## src/rtl/param_data_memory_pkg.sv

```systemverilog
`default_nettype none
// ============================================================================
// Module   : mem_pkg
// Purpose  : Shared types and helpers for param_data_memory: clear-engine
//            state encoding, read-mode constants and a safe clog2.
// Revision : 1.0 - initial release
// ============================================================================
package mem_pkg;

  // Clear engine states, explicitly one bit wide
  typedef enum logic [0:0] {
    MEM_CLEAR = 1'b0,
    MEM_READY = 1'b1
  } mem_state_t;

  // Read-mode selectors for the READ_REG parameter
  localparam int RD_ASYNC = 0;
  localparam int RD_REG   = 1;

  // Address width for a given depth; never less than one bit
  function automatic int clog2_safe(input int n);
    if (n <= 2) begin
      return 1;
    end
    return $clog2(n);
  endfunction

endpackage
`default_nettype wire

```

## src/rtl/param_data_memory_if.sv

```systemverilog
`default_nettype none
// ============================================================================
// Module   : param_data_memory_if
// Purpose  : Access bus of param_data_memory: clear request, one write port,
//            two read ports and the status flags.
// Revision : 1.0 - initial release
// ============================================================================
interface param_data_memory_if #(
  parameter int DATA_W = 8,
  parameter int ADDR_W = 4
);
  logic              clear_req;
  logic              write_en;
  logic [ADDR_W-1:0] waddr;
  logic [DATA_W-1:0] write_data;
  logic [ADDR_W-1:0] raddr_a;
  logic [ADDR_W-1:0] raddr_b;
  logic [DATA_W-1:0] read_data_a;
  logic [DATA_W-1:0] read_data_b;
  logic              busy;
  logic              addr_err;

  // Datapath / load-store side
  modport master (
    output clear_req, write_en, waddr, write_data, raddr_a, raddr_b,
    input  read_data_a, read_data_b, busy, addr_err
  );

  // Memory side
  modport slave (
    input  clear_req, write_en, waddr, write_data, raddr_a, raddr_b,
    output read_data_a, read_data_b, busy, addr_err
  );
endinterface
`default_nettype wire

```

## src/rtl/param_data_memory_clear_fsm.sv

```systemverilog
`default_nettype none
// ============================================================================
// Module   : mem_clear_fsm
// Purpose  : Clear engine. Walks a pointer over every word after reset or a
//            clear request, issuing zero writes, then reports ready.
// Revision : 1.0 - initial release
// ============================================================================
module mem_clear_fsm
  import mem_pkg::*;
#(
  parameter int DEPTH  = 16,
  parameter int ADDR_W = clog2_safe(DEPTH)
) (
  input  wire logic              clk,
  input  wire logic              rst,
  input  wire logic              i_clear_req,
  output logic                   o_busy,
  output logic                   o_ready,
  output logic                   o_clr_we,
  output logic [ADDR_W-1:0]      o_clr_addr
);

  localparam logic [ADDR_W-1:0] c_last = ADDR_W'(DEPTH - 1);

  mem_state_t        r_state;
  mem_state_t        w_state_nxt;
  logic [ADDR_W-1:0] r_ptr;
  logic [ADDR_W-1:0] w_ptr_nxt;

  // State and pointer register; reset parks the engine at word 0 in CLEAR
  always_ff @(posedge clk) begin
    if (rst) begin
      r_state <= MEM_CLEAR;
      r_ptr   <= '0;
    end else begin
      r_state <= w_state_nxt;
      r_ptr   <= w_ptr_nxt;
    end
  end

  // Next state: sweep the array once, then wait for a clear request
  always_comb begin
    w_state_nxt = r_state;
    w_ptr_nxt   = r_ptr;
    case (r_state)
      MEM_CLEAR: begin
        if (r_ptr == c_last) begin
          w_state_nxt = MEM_READY;
          w_ptr_nxt   = '0;
        end else begin
          w_ptr_nxt = r_ptr + 1'b1;
        end
      end
      MEM_READY: begin
        if (i_clear_req) begin
          w_state_nxt = MEM_CLEAR;
          w_ptr_nxt   = '0;
        end
      end
      default: begin
        w_state_nxt = MEM_CLEAR;
        w_ptr_nxt   = '0;
      end
    endcase
  end

  // Outputs: zero-write strobe is held off while reset is asserted
  always_comb begin
    o_busy     = (r_state == MEM_CLEAR);
    o_ready    = (r_state == MEM_READY);
    o_clr_we   = (r_state == MEM_CLEAR) && !rst;
    o_clr_addr = r_ptr;
  end

endmodule
`default_nettype wire

```

## src/rtl/param_data_memory.sv

```systemverilog
`default_nettype none
// ============================================================================
// Module   : param_data_memory
// Purpose  : Parametrised data memory with one synchronous write port, two
//            read ports (async or registered), a built-in clear engine and an
//            out-of-range access flag.
// Revision : 1.0 - initial release
// ============================================================================
module param_data_memory
  import mem_pkg::*;
#(
  parameter int DATA_W   = 8,
  parameter int DEPTH    = 16,
  parameter int ADDR_W   = clog2_safe(DEPTH),
  parameter int READ_REG = RD_ASYNC
) (
  input wire logic            clk,
  input wire logic            rst,
  param_data_memory_if.slave  bus
);

  // One extra bit so the range compare stays meaningful at power-of-two depths
  localparam logic [ADDR_W:0] c_depth = DEPTH[ADDR_W:0];

  logic [DATA_W-1:0] r_mem [DEPTH];

  logic              w_busy;
  logic              w_ready;
  logic              w_clr_we;
  logic [ADDR_W-1:0] w_clr_addr;
  logic              w_wr_in_range;
  logic              w_rd_in_range_a;
  logic              w_rd_in_range_b;
  logic              w_wr_ok;
  logic              w_rd_ok_a;
  logic              w_rd_ok_b;
  logic              w_access_err;
  logic              r_addr_err;

  mem_clear_fsm #(
    .DEPTH  (DEPTH),
    .ADDR_W (ADDR_W)
  ) u_clear_fsm (
    .clk         (clk),
    .rst         (rst),
    .i_clear_req (bus.clear_req),
    .o_busy      (w_busy),
    .o_ready     (w_ready),
    .o_clr_we    (w_clr_we),
    .o_clr_addr  (w_clr_addr)
  );

  assign w_wr_in_range   = ({1'b0, bus.waddr}   < c_depth);
  assign w_rd_in_range_a = ({1'b0, bus.raddr_a} < c_depth);
  assign w_rd_in_range_b = ({1'b0, bus.raddr_b} < c_depth);

  assign w_wr_ok   = w_ready && bus.write_en && w_wr_in_range;
  assign w_rd_ok_a = w_ready && w_rd_in_range_a;
  assign w_rd_ok_b = w_ready && w_rd_in_range_b;

  // Only enabled writes count; reads are always live so any bad read address counts
  assign w_access_err = (bus.write_en && !w_wr_in_range) ||
                        !w_rd_in_range_a || !w_rd_in_range_b;

  // Single array write port: the clear engine owns it while busy
  always_ff @(posedge clk) begin
    if (w_clr_we) begin
      r_mem[w_clr_addr] <= '0;
    end else if (w_wr_ok) begin
      r_mem[bus.waddr] <= bus.write_data;
    end
  end

  // Out-of-range flag, one cycle after the offending access, suppressed while busy
  always_ff @(posedge clk) begin
    if (rst) begin
      r_addr_err <= 1'b0;
    end else begin
      r_addr_err <= w_ready && w_access_err;
    end
  end

  assign bus.addr_err = r_addr_err && !w_busy;
  assign bus.busy     = w_busy;

  generate
    if (READ_REG == RD_REG) begin : g_rd_reg
      logic [DATA_W-1:0] r_rd_a;
      logic [DATA_W-1:0] r_rd_b;
      logic              w_fwd_a;
      logic              w_fwd_b;

      // Write-first: a same-address write in this cycle bypasses the array
      assign w_fwd_a = w_wr_ok && (bus.waddr == bus.raddr_a);
      assign w_fwd_b = w_wr_ok && (bus.waddr == bus.raddr_b);

      // Registered read ports, zero when busy or out of range
      always_ff @(posedge clk) begin
        if (rst) begin
          r_rd_a <= '0;
          r_rd_b <= '0;
        end else begin
          r_rd_a <= !w_rd_ok_a ? '0 : (w_fwd_a ? bus.write_data : r_mem[bus.raddr_a]);
          r_rd_b <= !w_rd_ok_b ? '0 : (w_fwd_b ? bus.write_data : r_mem[bus.raddr_b]);
        end
      end

      // Hold outputs at zero for the whole clear, including its first cycle
      assign bus.read_data_a = w_busy ? '0 : r_rd_a;
      assign bus.read_data_b = w_busy ? '0 : r_rd_b;
    end else begin : g_rd_async
      assign bus.read_data_a = w_rd_ok_a ? r_mem[bus.raddr_a] : '0;
      assign bus.read_data_b = w_rd_ok_b ? r_mem[bus.raddr_b] : '0;
    end
  endgenerate

endmodule
`default_nettype wire

```

## src/flat_wrapper.sv

```systemverilog
// flat-port wrapper written by rule: the top's interface ports become plain ports
module param_data_memory_flat import mem_pkg::*;
#(
  parameter int DATA_W   = 8,
  parameter int DEPTH    = 16,
  parameter int ADDR_W   = clog2_safe(DEPTH),
  parameter int READ_REG = RD_ASYNC
)
  (clk, rst, bus_clear_req, bus_write_en, bus_waddr, bus_write_data, bus_raddr_a, bus_raddr_b, bus_read_data_a, bus_read_data_b, bus_busy, bus_addr_err);
  param_data_memory_if #(.DATA_W(DATA_W), .ADDR_W(ADDR_W)) bus_i ();
  input wire logic clk;
  input wire logic rst;
  input wire logic [$bits(bus_i.clear_req)-1:0] bus_clear_req;
  input wire logic [$bits(bus_i.write_en)-1:0] bus_write_en;
  input wire logic [$bits(bus_i.waddr)-1:0] bus_waddr;
  input wire logic [$bits(bus_i.write_data)-1:0] bus_write_data;
  input wire logic [$bits(bus_i.raddr_a)-1:0] bus_raddr_a;
  input wire logic [$bits(bus_i.raddr_b)-1:0] bus_raddr_b;
  output wire logic [$bits(bus_i.read_data_a)-1:0] bus_read_data_a;
  output wire logic [$bits(bus_i.read_data_b)-1:0] bus_read_data_b;
  output wire logic [$bits(bus_i.busy)-1:0] bus_busy;
  output wire logic [$bits(bus_i.addr_err)-1:0] bus_addr_err;
  assign bus_i.clear_req = bus_clear_req;
  assign bus_i.write_en = bus_write_en;
  assign bus_i.waddr = bus_waddr;
  assign bus_i.write_data = bus_write_data;
  assign bus_i.raddr_a = bus_raddr_a;
  assign bus_i.raddr_b = bus_raddr_b;
  assign bus_read_data_a = bus_i.read_data_a;
  assign bus_read_data_b = bus_i.read_data_b;
  assign bus_busy = bus_i.busy;
  assign bus_addr_err = bus_i.addr_err;
  param_data_memory #(.DATA_W(DATA_W), .DEPTH(DEPTH), .ADDR_W(ADDR_W), .READ_REG(READ_REG)) u_core (.clk(clk), .rst(rst), .bus(bus_i));
endmodule
```

## config.mk

```make
export PLATFORM = sky130hd
export DESIGN_NAME = param_data_memory_flat
export DESIGN_NICKNAME = d
export VERILOG_FILES = /design/src/rtl/param_data_memory_pkg.sv /design/src/rtl/param_data_memory_if.sv /design/src/rtl/param_data_memory_clear_fsm.sv /design/src/rtl/param_data_memory.sv /design/src/flat_wrapper.sv
export SDC_FILE = /design/constraint.sdc
export NUM_CORES = 1
export LEC_CHECK = 0
export ABC_AREA = 1
export CORE_AREA = 4 4 144 146
export CTS_CLUSTER_SIZE = 20
export DETAILED_ROUTE_END_ITERATION = 8
export DIE_AREA = 0 0 148 150
export HOLD_SLACK_MARGIN = 0.12
export PLACE_DENSITY = 0.53
export SLEW_MARGIN = 0
export SYNTH_ARGS = -nofsm -noshare
export SYNTH_HDL_FRONTEND = slang
export SYNTH_SLANG_ARGS = --single-unit
```

## constraint.sdc

```tcl
create_clock -name clk -period 4.5 [get_ports clk]
set_input_delay 0.45 -clock clk [delete_from_list [all_inputs] [get_ports clk]]
set_output_delay 0.45 -clock clk [all_outputs]
set_load 0.01 [all_outputs]
```

Fig. 1: congestion heat map
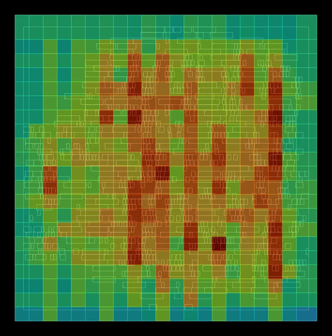
met2 GRT Util: 0.339
routed length per instance: 18.8 µm

==> impl_metrics.py <==
# Generated from Yosys and OpenROAD reports
metrics = {
    "floorplan": {
        "io_pins": 42,
        "fp_util": 0.376,
        "core_area_um2": 19400,
        "rows": 51,
        "die_w_um": 148,
    },
    "placed_design": {
        "dp_hpwl_um": 14500,
    },
    "worst_setup_path": {
        "crit_path_cell_trace": "clkdlybuf4s50_1 -> inv_2 -> buf_4 -> nand3_1 -> nand3_1 -> nand3_1 -> a21oi_1 -> clkdlybuf4s50_1",
        "worst_ep_required_time_ns": 4.05,
        "reg2reg_depth": 4,
        "crit_buf_inv": 4,
        "cp-start-kind": "primary input",
        "arrival_ns": 2.73,
        "max_stage_delay_ns": 0.57,
        "crit_type": "in2out",
        "crit_cells": 8,
    },
    "clocking": {
        "cts_hold_buf": 0,
        "cts.reportedPaths.clkPinSlew_ns": 0.06,
        "ctsResizeCount": 0,
        "cts_tree": "done",
    },
    "logic_synthesis": {
        "numSynthFlops": 133,
        "synth_chip_area_um2": 7300,
        "top_area_cell": "edfxtp_1",
        "synth_cells": 901,
    },
    "detailed_routing": {
        "num_vias": 6129,
    },
    "global_routing": {
        "grt.total_usage": 0.209,
        "grt_use_met3": 0.0563,
        "overflow": 0,
        "use_met1": 0.277,
    },
    "flow_run": {
        "warnings": 26,
        "drv_cap": 0,
    },
    "status": {
        "status": "finished clean",
    },
    "final_timing": {
        "skew_ns": 0.00761,
        "min_period_ns": 3.18,
        "tightest_slew_ns": 1.25,
    },
    "worst_hold_path": {
        "min_path_type": "reg2reg",
    },
    "pwr": {
        "powerDensity_nw_per_um2": 365,
    },
    "layout": {
        "fin_nets": 955,
        "finalNonFillerCells": 1208,
    },
}
Fig. 2: pin placement
Pins as bars across the die edge, other pins in grey.
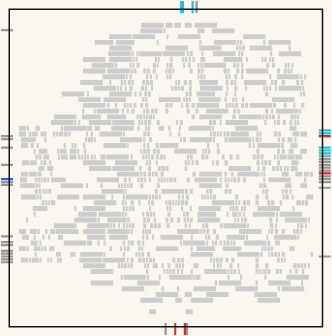
- bus_raddr_b: red (pins 4; direction input; edge 2 east, 2 south)
- bus_read_data_a: cyan (pins 8; direction output; edge 5 east, 3 north)
- bus_clear_req: blue (pins 1; direction input; edge west)
PortBufs: 40
DIE HEIGHT: 150 µm

## through the flow
step	hold WS [ns]	area [µm²]	setup slack (ns)
2_1_floorplan	0.450	7300	2.78
3_3_place_gp	0.478	7910	1.34
3_5_place_dp	0.481	7910	1.33
4_1_cts	0.493	8530	1.33
5_1_grt	0.544	8530	1.21
6_report	0.501	8530	1.32
## cells in the mapped netlist (all sizes together)
cell type / instances
inv: 156
ha: 1
a21oi: 20
o21ai: 6
or2: 1
nand3: 230
buf: 52
nand2: 274
conb: 1
xor2: 1
edfxtp: 128
nor2: 26
dfxtp: 5
## cells by family (layout without fill, tap and decap cells)
family          count (synthesis)  after routing  share of synthesized area
xor+xnor                        1              1                    0.00120
flops                         133            133                      0.540
fa+ha+maj                       1              1                    0.00171
buf+inv                       208            250                      0.119
other cells                     1              1                   0.000514
compound gates                 26             26                     0.0199
simple gates                  531            531                      0.318
## where the power goes
part / switching (mW) / internal (mW)
clock network: 0.505 / 0.971
registers: 0.00522 / 1.35
logic: 0.188 / 0.0902
## registers in the layout, summed over array words and instances (netlist names)
register / cells
u_core.r_mem: 128
u_core.u_clear_fsm.o_ready: 1
u_core.u_clear_fsm.o_clr_addr: 4
## final cells by class
type / count / area (µm²)
Timing Repair Buffer: 62 / 556
Sequential cell: 133 / 3940
Multi-Input combinational cell: 560 / 2490
Clock inverter: 13 / 186
Tap cell: 265 / 332
Inverter: 156 / 586
Clock buffer: 19 / 433
Fill cell: 1963 / 10900
## cell usage in the layout, fill, tap and decap left out
cell type          n
inv_2              5
clkbuf_16         17
inv_1            151
clkinvlp_4         1
nand3_2            4
nor2_1            25
conb_1             1
clkinv_2           2
nor2_2             1
o21ai_1            1
ha_1               1
clkinv_1           5
dfxtp_1            5
clkbuf_1           2
o21ai_0            1
nand2_2            3
edfxtp_1         128
xor2_1             1
nand3_1          226
bufinv_16          5
nand2_4            1
clkdlybuf4s50_1   38
o21ai_2            4
nand2_1          270
buf_2              2
buf_4             22
or2_2              1
a21oi_1           20
## path summary, 6_finish.rpt
| kind | start | slack (ns) | to |
|---|---|---|---|
| setup / recovery | bus_raddr_a[1] | 1.32 | bus_read_data_a[7] |
| hold / removal | u_core.u_clear_fsm.o_clr_addr[3] | 0.50 | u_core.u_clear_fsm.o_clr_addr[3] |
| setup reg to reg | u_core.u_clear_fsm.o_ready | 2.09 | u_core.r_mem[7][6] |
| hold reg to reg | u_core.u_clear_fsm.o_clr_addr[3] | 0.50 | u_core.u_clear_fsm.o_clr_addr[3] |
## worst min-delay path: cells and delay by family (launching register included)
family / cells / cell delay [ns]
simple gates: 1 / 0.07
flops: 1 / 0.33
compound gates: 1 / 0.06
## metal layers
metal | vias up | wire (µm)
met1 | 2865 | 9710
li1 | 2952 | -
met5 | - | 0
met4 | 0 | 384
met2 | 283 | 10700
met3 | 29 | 1930
Power and IR drop assume default switching activity.
